`src/rtl/kernel_loader_pkg.sv`:
```
// Shared definitions for the kernel weight loader: FSM states and SRAM timing.
package kernel_loader_pkg;

    typedef enum logic [1:0] {
        ST_IDLE  = 2'd0,
        ST_FETCH = 2'd1,
        ST_DRAIN = 2'd2
    } state_e;

    // Weight SRAM answers a read one cycle after the enable.
    localparam int SRAM_RD_LATENCY = 1;

    // After the last read, the SRAM stage plus the output register must empty.
    localparam int DRAIN_CYCLES = SRAM_RD_LATENCY + 1;

endpackage

```
`src/rtl/kernel_loader.sv`:
```
// Kernel loader: streams NUM_PE consecutive weights from SRAM onto the shared
// PE weight bus, one PE per cycle, with a one-hot ker_load strobe.
module kernel_loader
    import kernel_loader_pkg::*;
#(
    parameter int DATA_WIDTH = 16,
    parameter int NUM_PE     = 9,
    parameter int ADDR_WIDTH = 12
) (
    input  logic                  clk,
    input  logic                  rst_n,
    input  logic                  start,
    input  logic [ADDR_WIDTH-1:0] base_addr,
    output logic                  busy,
    output logic                  done,
    output logic                  mem_rd_en,
    output logic [ADDR_WIDTH-1:0] mem_addr,
    input  logic [DATA_WIDTH-1:0] mem_rd_data,
    output logic [DATA_WIDTH-1:0] weight_out,
    output logic [NUM_PE-1:0]     ker_load
);

    localparam int IDX_W = $clog2(NUM_PE);
    localparam int DRN_W = (DRAIN_CYCLES > 1) ? $clog2(DRAIN_CYCLES) : 1;
    localparam logic [IDX_W-1:0] LAST_IDX = IDX_W'(NUM_PE - 1);
    localparam logic [DRN_W-1:0] LAST_DRN = DRN_W'(DRAIN_CYCLES - 1);

    state_e                  state_q, state_d;
    logic [IDX_W-1:0]        rd_cnt_q, rd_cnt_d;   // PE index of the read on the bus now
    logic [DRN_W-1:0]        drn_cnt_q, drn_cnt_d;
    logic                    busy_q, busy_d;
    logic                    done_q, done_d;
    logic                    rd_en_q, rd_en_d;
    logic [ADDR_WIDTH-1:0]   addr_q, addr_d;
    logic                    vld1_q, vld1_d;       // SRAM stage: read in flight
    logic [IDX_W-1:0]        idx1_q, idx1_d;       // SRAM stage: its PE index
    logic [DATA_WIDTH-1:0]   weight_q, weight_d;
    logic [NUM_PE-1:0]       kload_q, kload_d;

    // Sequencer: accept start, issue NUM_PE reads, wait for the pipe to drain.
    always_comb begin
        state_d   = state_q;
        rd_cnt_d  = rd_cnt_q;
        drn_cnt_d = drn_cnt_q;
        busy_d    = busy_q;
        done_d    = 1'b0;
        rd_en_d   = 1'b0;
        addr_d    = addr_q;
        case (state_q)
            ST_IDLE: begin
                if (start) begin
                    state_d  = ST_FETCH;
                    busy_d   = 1'b1;
                    rd_en_d  = 1'b1;
                    addr_d   = base_addr;
                    rd_cnt_d = '0;
                end
            end
            ST_FETCH: begin
                if (rd_cnt_q == LAST_IDX) begin
                    state_d   = ST_DRAIN;
                    drn_cnt_d = '0;
                end else begin
                    rd_en_d  = 1'b1;
                    addr_d   = addr_q + ADDR_WIDTH'(1);  // wraps modulo 2^ADDR_WIDTH
                    rd_cnt_d = rd_cnt_q + IDX_W'(1);
                end
            end
            ST_DRAIN: begin
                if (drn_cnt_q == LAST_DRN) begin
                    state_d = ST_IDLE;
                    busy_d  = 1'b0;
                    done_d  = 1'b1;
                end else begin
                    drn_cnt_d = drn_cnt_q + DRN_W'(1);
                end
            end
            default: begin
                state_d = ST_IDLE;
                busy_d  = 1'b0;
            end
        endcase
    end

    // Data pipeline: tag each read with its PE index, then register weight and strobe together.
    always_comb begin
        vld1_d   = rd_en_q;
        idx1_d   = rd_cnt_q;
        kload_d  = vld1_q ? (NUM_PE'(1) << idx1_q) : '0;
        weight_d = vld1_q ? mem_rd_data : weight_q;
    end

    // State and output registers; reset aborts any sequence in flight.
    always_ff @(posedge clk or negedge rst_n) begin
        if (!rst_n) begin
            state_q   <= ST_IDLE;
            rd_cnt_q  <= '0;
            drn_cnt_q <= '0;
            busy_q    <= 1'b0;
            done_q    <= 1'b0;
            rd_en_q   <= 1'b0;
            addr_q    <= '0;
            vld1_q    <= 1'b0;
            idx1_q    <= '0;
            weight_q  <= '0;
            kload_q   <= '0;
        end else begin
            state_q   <= state_d;
            rd_cnt_q  <= rd_cnt_d;
            drn_cnt_q <= drn_cnt_d;
            busy_q    <= busy_d;
            done_q    <= done_d;
            rd_en_q   <= rd_en_d;
            addr_q    <= addr_d;
            vld1_q    <= vld1_d;
            idx1_q    <= idx1_d;
            weight_q  <= weight_d;
            kload_q   <= kload_d;
        end
    end

    assign busy       = busy_q;
    assign done       = done_q;
    assign mem_rd_en  = rd_en_q;
    assign mem_addr   = addr_q;
    assign weight_out = weight_q;
    assign ker_load   = kload_q;

endmodule

```
`config.mk`:
```
export PLATFORM = sky130hd
export DESIGN_NAME = kernel_loader
export DESIGN_NICKNAME = d
export VERILOG_FILES = /design/src/rtl/kernel_loader_pkg.sv /design/src/rtl/kernel_loader.sv
export SDC_FILE = /design/constraint.sdc
export NUM_CORES = 1
export LEC_CHECK = 0
export CAP_MARGIN = 25
export CORE_ASPECT_RATIO = 0.8
export CORE_MARGIN = 2
export CORE_UTILIZATION = 56
export DETAILED_ROUTE_END_ITERATION = 6
export DONT_BUFFER_PORTS = 1
export PLACE_DENSITY = 0.74
export SYNTH_ARGS = -nofsm -noshare
export SYNTH_HDL_FRONTEND = slang
export SYNTH_SLANG_ARGS = --single-unit
```
`constraint.sdc`:
```
create_clock -name clk -period 1.6 [get_ports clk]
set_input_delay 0.48 -clock clk [delete_from_list [all_inputs] [get_ports clk]]
set_output_delay 0.48 -clock clk [all_outputs]
set_load 0.01 [all_outputs]
```
Figure 1. The metal 1 layer (run 1).
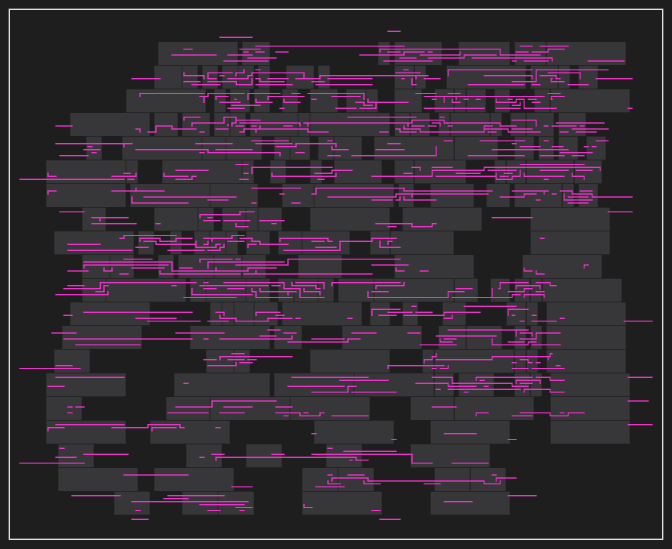
longest straight run: 17.0 um
main direction: horizontal
nets with wire on the layer: 210
wire length on this layer: 1800 um
share of all routed wire: 41%

Figure 2. Metal 2 (run 1).
Bar = 20 um.
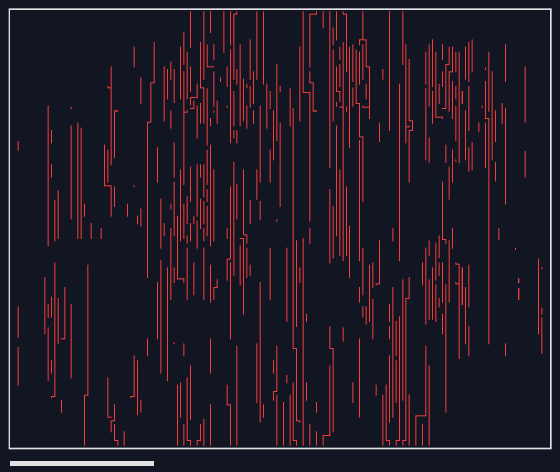
share of all routed wire: 49%
main direction: vertical
nets with wire on the layer: 205
wire length on this layer: 2150 um

==> qor.yml, run 1 <==
power:
  total_leakage_power_nw: 1.11
  power.density_nw_per_um2: 2060
  max-vdd-ir-drop_v: 0.00107
routing:
  top_layer_used: "met4"
  vias: 1504
  detailedRoute.firstIterationViolations: 91
  drt_pass1_iterations: 4
  route.met3.wl_um: 374
  postRouteWirelength_um: 4370
  wl_met2_um: 2150
  drcViolationCount: 0
synth:
  synth.ff_latch_count: 52
  ys_top_cells_by_area: "dfrtp_1 58%, mux2_2 8.0%, a2bb2oi_2 2.7%"
  synthXorXnorAreaFrac_pct: 0
  post-synth-top-area-fraction_pct: 57.7
  syn_nets: 226
  postSynth.asyncResetShare_pct: 100
  dominantRegCellSynth: "dfrtp_1"
  cell_count_in_the_yosys_report: 192
  synth_adder_area_share_pct: 1.66
  synthMuxAreaShare_pct: 7.99
  edf_count: 0
  syn-instance-count: 192
  synth_area_per_cell_um2: 11.7
  synth_seq_share_pct: 57.7
place:
  numPortBuffers: 0
  placement.cell_area_um2: 2360
  numPlacedInstances: 248
  place.gp.congestion: 0.862
timing:
  timing.setup.tns_ns: 0
  rsz0062_at_grt: "no"
  finalMaxSlewViolations: 0
  final_hold_vio_count: 52
  hold_slack_ns: -0.145
  maxClockFrequency_mhz: 648
worst_setup_path:
  reg_to_reg_end: "mem_addr[10]"
  data_required_time_of_the_worst_path_ns: 1.84
  path_class: "register to register"
  timing.critical_path.to: "mem_addr[10]"
  critical_path.max_fanout: 7
  timing.rr.start: "idx1_d[0]"
  start_kind: "register"
  critPathArrivalTime_ns: 1.78
  reg2reg_depth: 7
  worst-r2r-setup-slack_ns: 0.06
global_routing:
  overflow: 0
  number_of_antenna_violations_at_the_first_check_in_global_routing: 0
  global_route_wire_length_before_repair_um: 6760
  grt_usage_pct: 20.2
  grt.met2_usage_pct: 31.8
  gr_peak_layer: "met2"
  grt_start_max_net_pins: 53
clocking:
  worstSkewPairLatency_ns: 0.31
  clock_sink_count: 52
  cts.root.buffer_cell: "clkbuf_8"
  post_cts_resized: 4
  longest_clk_path_bufs: 2
  clock_transition_at_the_register_clock_pins_on_the_worst_setup_and_hold_paths_after_cts_ns: 0.09
layout:
  finalNonFillerCells: 257
  nMultiInputCombCells: 124
  antenna-diode-count: 0
  seq_cells: 52
  final_layout_size_suffix_gt1_share_pct: 27.2
  nonClkBufAreaFrac_pct: 4.35
  fill_cells: 303
  comb_share_pct: 35.7
  clock_area_share_pct: 4.79
  design_area_final_um2: 2530
  nets: 235
  final_core_util_pct: 66.1
  seq-cell-share_pct: 51.4
  largest_register_ffs: 16
hold_path:
  min-delay-path-class: "input port to asynchronous set/reset pin"
flow_run:
  maxCapViolCount: 0
  stage_log_warnings: 29
status:
  failing_checks: "negative hold slack"
  outcome: "finished with violations"
floorplan:
  die_area_um2: 4560
  boundaryPins: 71
Figure 3. Signal wires on met3 (run 1).
Bar = 20 um.
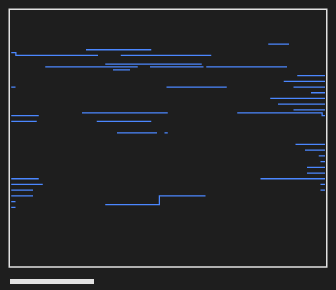
nets with wire on the layer: 36
share of all routed wire: 8.6%
main direction: horizontal
wire length on this layer: 375 um

Figure 4. Routed metal per tile (run 1).
Bar = 20 um. 15 x 12 tiles, from dark purple (low) to yellow (high), scaled to the fullest tile. Values are wire area over tile area, all layers added.
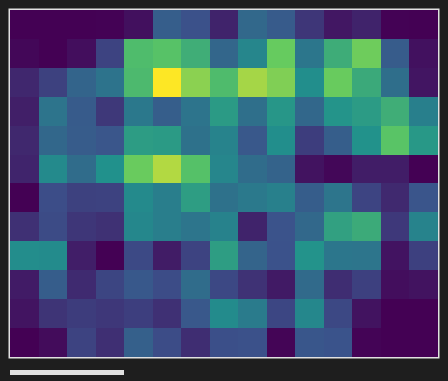
mean over tiles: 0.16
nearly empty tiles: 11%
densest ninth of the die: top middle
tiles over half the peak: 18%

run 1: critical path, cell delays in order (launching register included):
cell       delay, ns
dfrtp_1         0.37
inv_2           0.05
ha_2            0.18
and3b_2         0.22
a21o_4          0.25
buf_8           0.15
a21oi_2         0.12
a2bb2oi_2       0.14
run 1: cell usage in the layout, fill, tap and decap left out, types with 3 or more instances in the layout:
cell       count
inv_1          4
clkbuf_8       6
o22ai_1        6
nor2_1        11
nand2b_1       3
mux2_2        16
nand3_1        7
nand4_1        3
buf_4         10
a21oi_1        9
nor3_1         4
nand2_1       13
a2bb2oi_2      4
o21ai_0        8
dfrtp_1       52
run 1: where the power goes:
| group | internal, mW | switching, mW |
|---|---|---|
| Combinational | 0.955 | 1.02 |
| Sequential | 1.76 | 0.556 |
| Clock | 0.511 | 0.411 |
## Run 2: what changed since run 1
--- a/config.mk
+++ b/config.mk
@@ -6,12 +6,12 @@
 export NUM_CORES = 1
 export LEC_CHECK = 0
 export CAP_MARGIN = 25
-export CORE_ASPECT_RATIO = 0.8
+export CORE_ASPECT_RATIO = 2
 export CORE_MARGIN = 2
-export CORE_UTILIZATION = 56
+export CORE_UTILIZATION = 62
 export DETAILED_ROUTE_END_ITERATION = 6
 export DONT_BUFFER_PORTS = 1
-export PLACE_DENSITY = 0.74
+export PLACE_DENSITY = 0.78
 export SYNTH_ARGS = -nofsm -noshare
 export SYNTH_HDL_FRONTEND = slang
 export SYNTH_SLANG_ARGS = --single-unit
==> constraint.sdc (replaced) <==
create_clock -name clk -period 1.61 [get_ports clk]
set_input_delay 0.483 -clock clk [delete_from_list [all_inputs] [get_ports clk]]
set_output_delay 0.483 -clock clk [all_outputs]
set_load 0.01 [all_outputs]
Figure 5. The metal 4 layer (run 2).
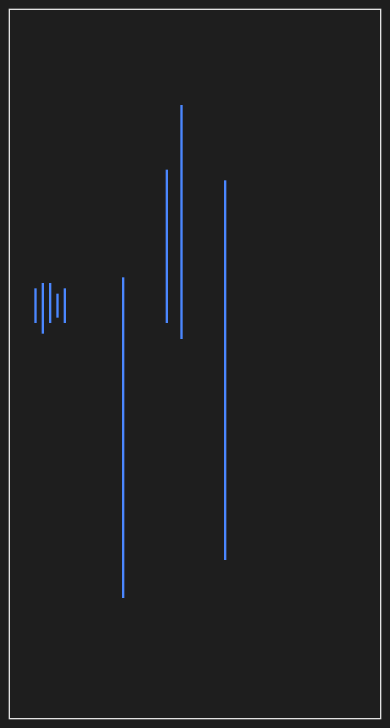
longest straight run: 47.6 um
main direction: vertical
nets with wire on the layer: 9

Figure 6. Metal 2 (run 2).
Bar = 10 um.
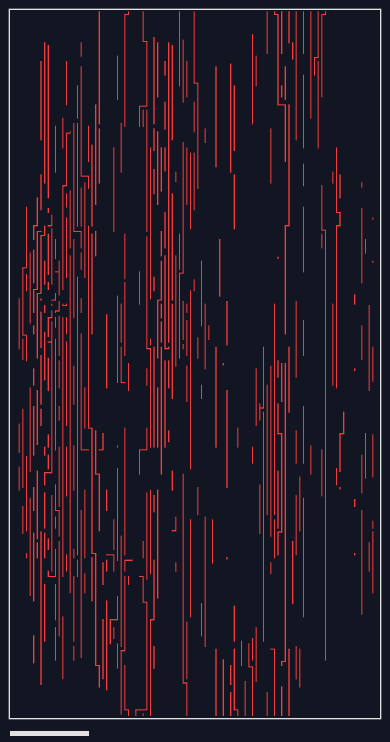
longest straight run: 54.2 um
share of all routed wire: 59%

Figure 7. The metal 1 layer (run 2).
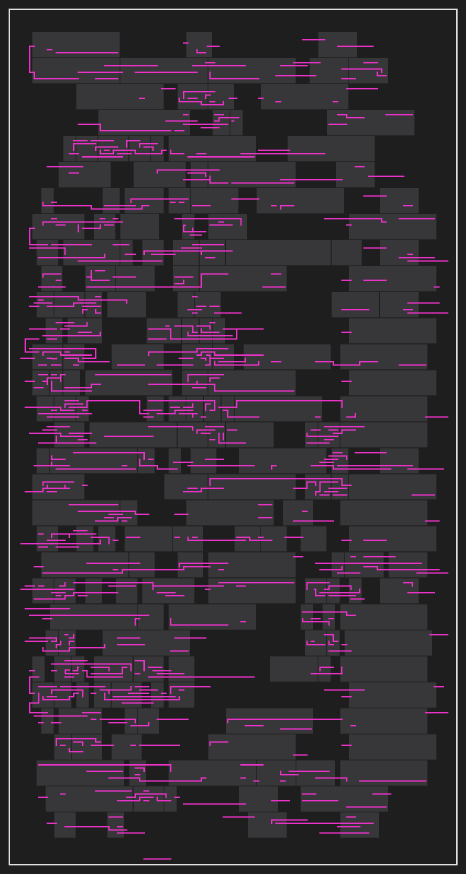
wire length on this layer: 1430 um
share of all routed wire: 33%
main direction: horizontal
longest straight run: 13.8 um

==> run 2 against run 1 <==
  * The flow still finishes with violations (negative hold slack)
  * Die area is 8.5% lower
  * Total power is 0.90% lower
  * Count of clock-buffer cells in the layout is 1 lower
  * Clock power decreased by 3.6%
  * Clock skew fell by 0.0034 ns
==> qor.yml, run 2 <==
synth:
  syn_nets: 226  # unchanged
  edf_count: 0  # unchanged
  synth_adder_area_share_pct: 1.66  # unchanged
  cell_count_in_the_yosys_report: 192  # unchanged
  synthXorXnorAreaFrac_pct: 0  # unchanged
  synth_area_per_cell_um2: 11.7  # unchanged
  ys_top_cells_by_area: "dfrtp_1 58%, mux2_2 8.0%, a2bb2oi_2 2.7%"
  dominantRegCellSynth: "dfrtp_1"
  synthMuxAreaShare_pct: 7.99  # unchanged
  post-synth-top-area-fraction_pct: 57.7  # unchanged
worst_setup_path:
  reg2reg_depth: 7  # unchanged
  timing.critical_path.to: "mem_addr[7]"
  critical_path.max_fanout: 6  # -1
  crit_family: "AND-OR/OR-AND gates"
  timing.rr.start: "idx1_d[0]"
layout:
  nets: 236  # +0.43%
  final_layout_size_suffix_gt1_share_pct: 28.1  # +0.85 points
  largest_register_ffs: 16  # unchanged
  finalNonFillerCells: 252  # -1.9%
  mostFrequentLayoutCell: "dfrtp_1"
  fill_cells: 271  # -11%
  design_area_final_um2: 2510  # -0.74%
status:
  failing_checks: "negative hold slack"
  outcome: "finished with violations"
power:
  total_leakage_power_nw: 1.11  # -0.53%
  power.density_nw_per_um2: 2050  # -0.16%
routing:
  postRouteWirelength_um: 4380  # +0.18%
  detailedRoute.firstIterationViolations: 31  # -66%
  route.met3.wl_um: 217  # -42%
timing:
  hold_slack_ns: -0.136  # +0.00901 ns
  finalMaxSlewViolations: 0  # unchanged
  final_hold_vio_count: 52  # unchanged
global_routing:
  number_of_antenna_violations_at_the_first_check_in_global_routing: 0  # unchanged
  gr_peak_layer: "met2"
  overflow: 0  # unchanged
hold_path:
  min-delay-path-class: "input port to asynchronous set/reset pin"
place:
  numPlacedInstances: 242  # -2.4%
clocking:
  cts.root.buffer_cell: "clkbuf_8"
floorplan:
  boundaryPins: 71  # unchanged
==> run 2: cell count changes in the layout (fill, tap and decap cells not counted), sizes merged <==
cell	change
buf	+1
clkbuf	-1
clkinv	-1
clkinvlp	+1
inv	+1
==> run 2: cell type report <==
type | count | area [um^2] | share of cell area [%]
Multi-Input combinational cell | 124 | 896 | 35.6
Sequential cell | 52 | 1300 | 51.8
Inverter | 6 | 30.0 | 1.19
Timing Repair Buffer | 13 | 109 | 4.33
Clock inverter | 3 | 46.3 | 1.84
Tap cell | 49 | 61.3 | 2.44
Clock buffer | 5 | 68.8 | 2.74
==> run 2: power by group <==
group | switching (mW) | internal [mW]
Clock | 0.422 | 0.468
Combinational | 1.04 | 0.940
Sequential | 0.544 | 1.75
Total | 2.00 | 3.16
Power and IR drop assume default switching activity.
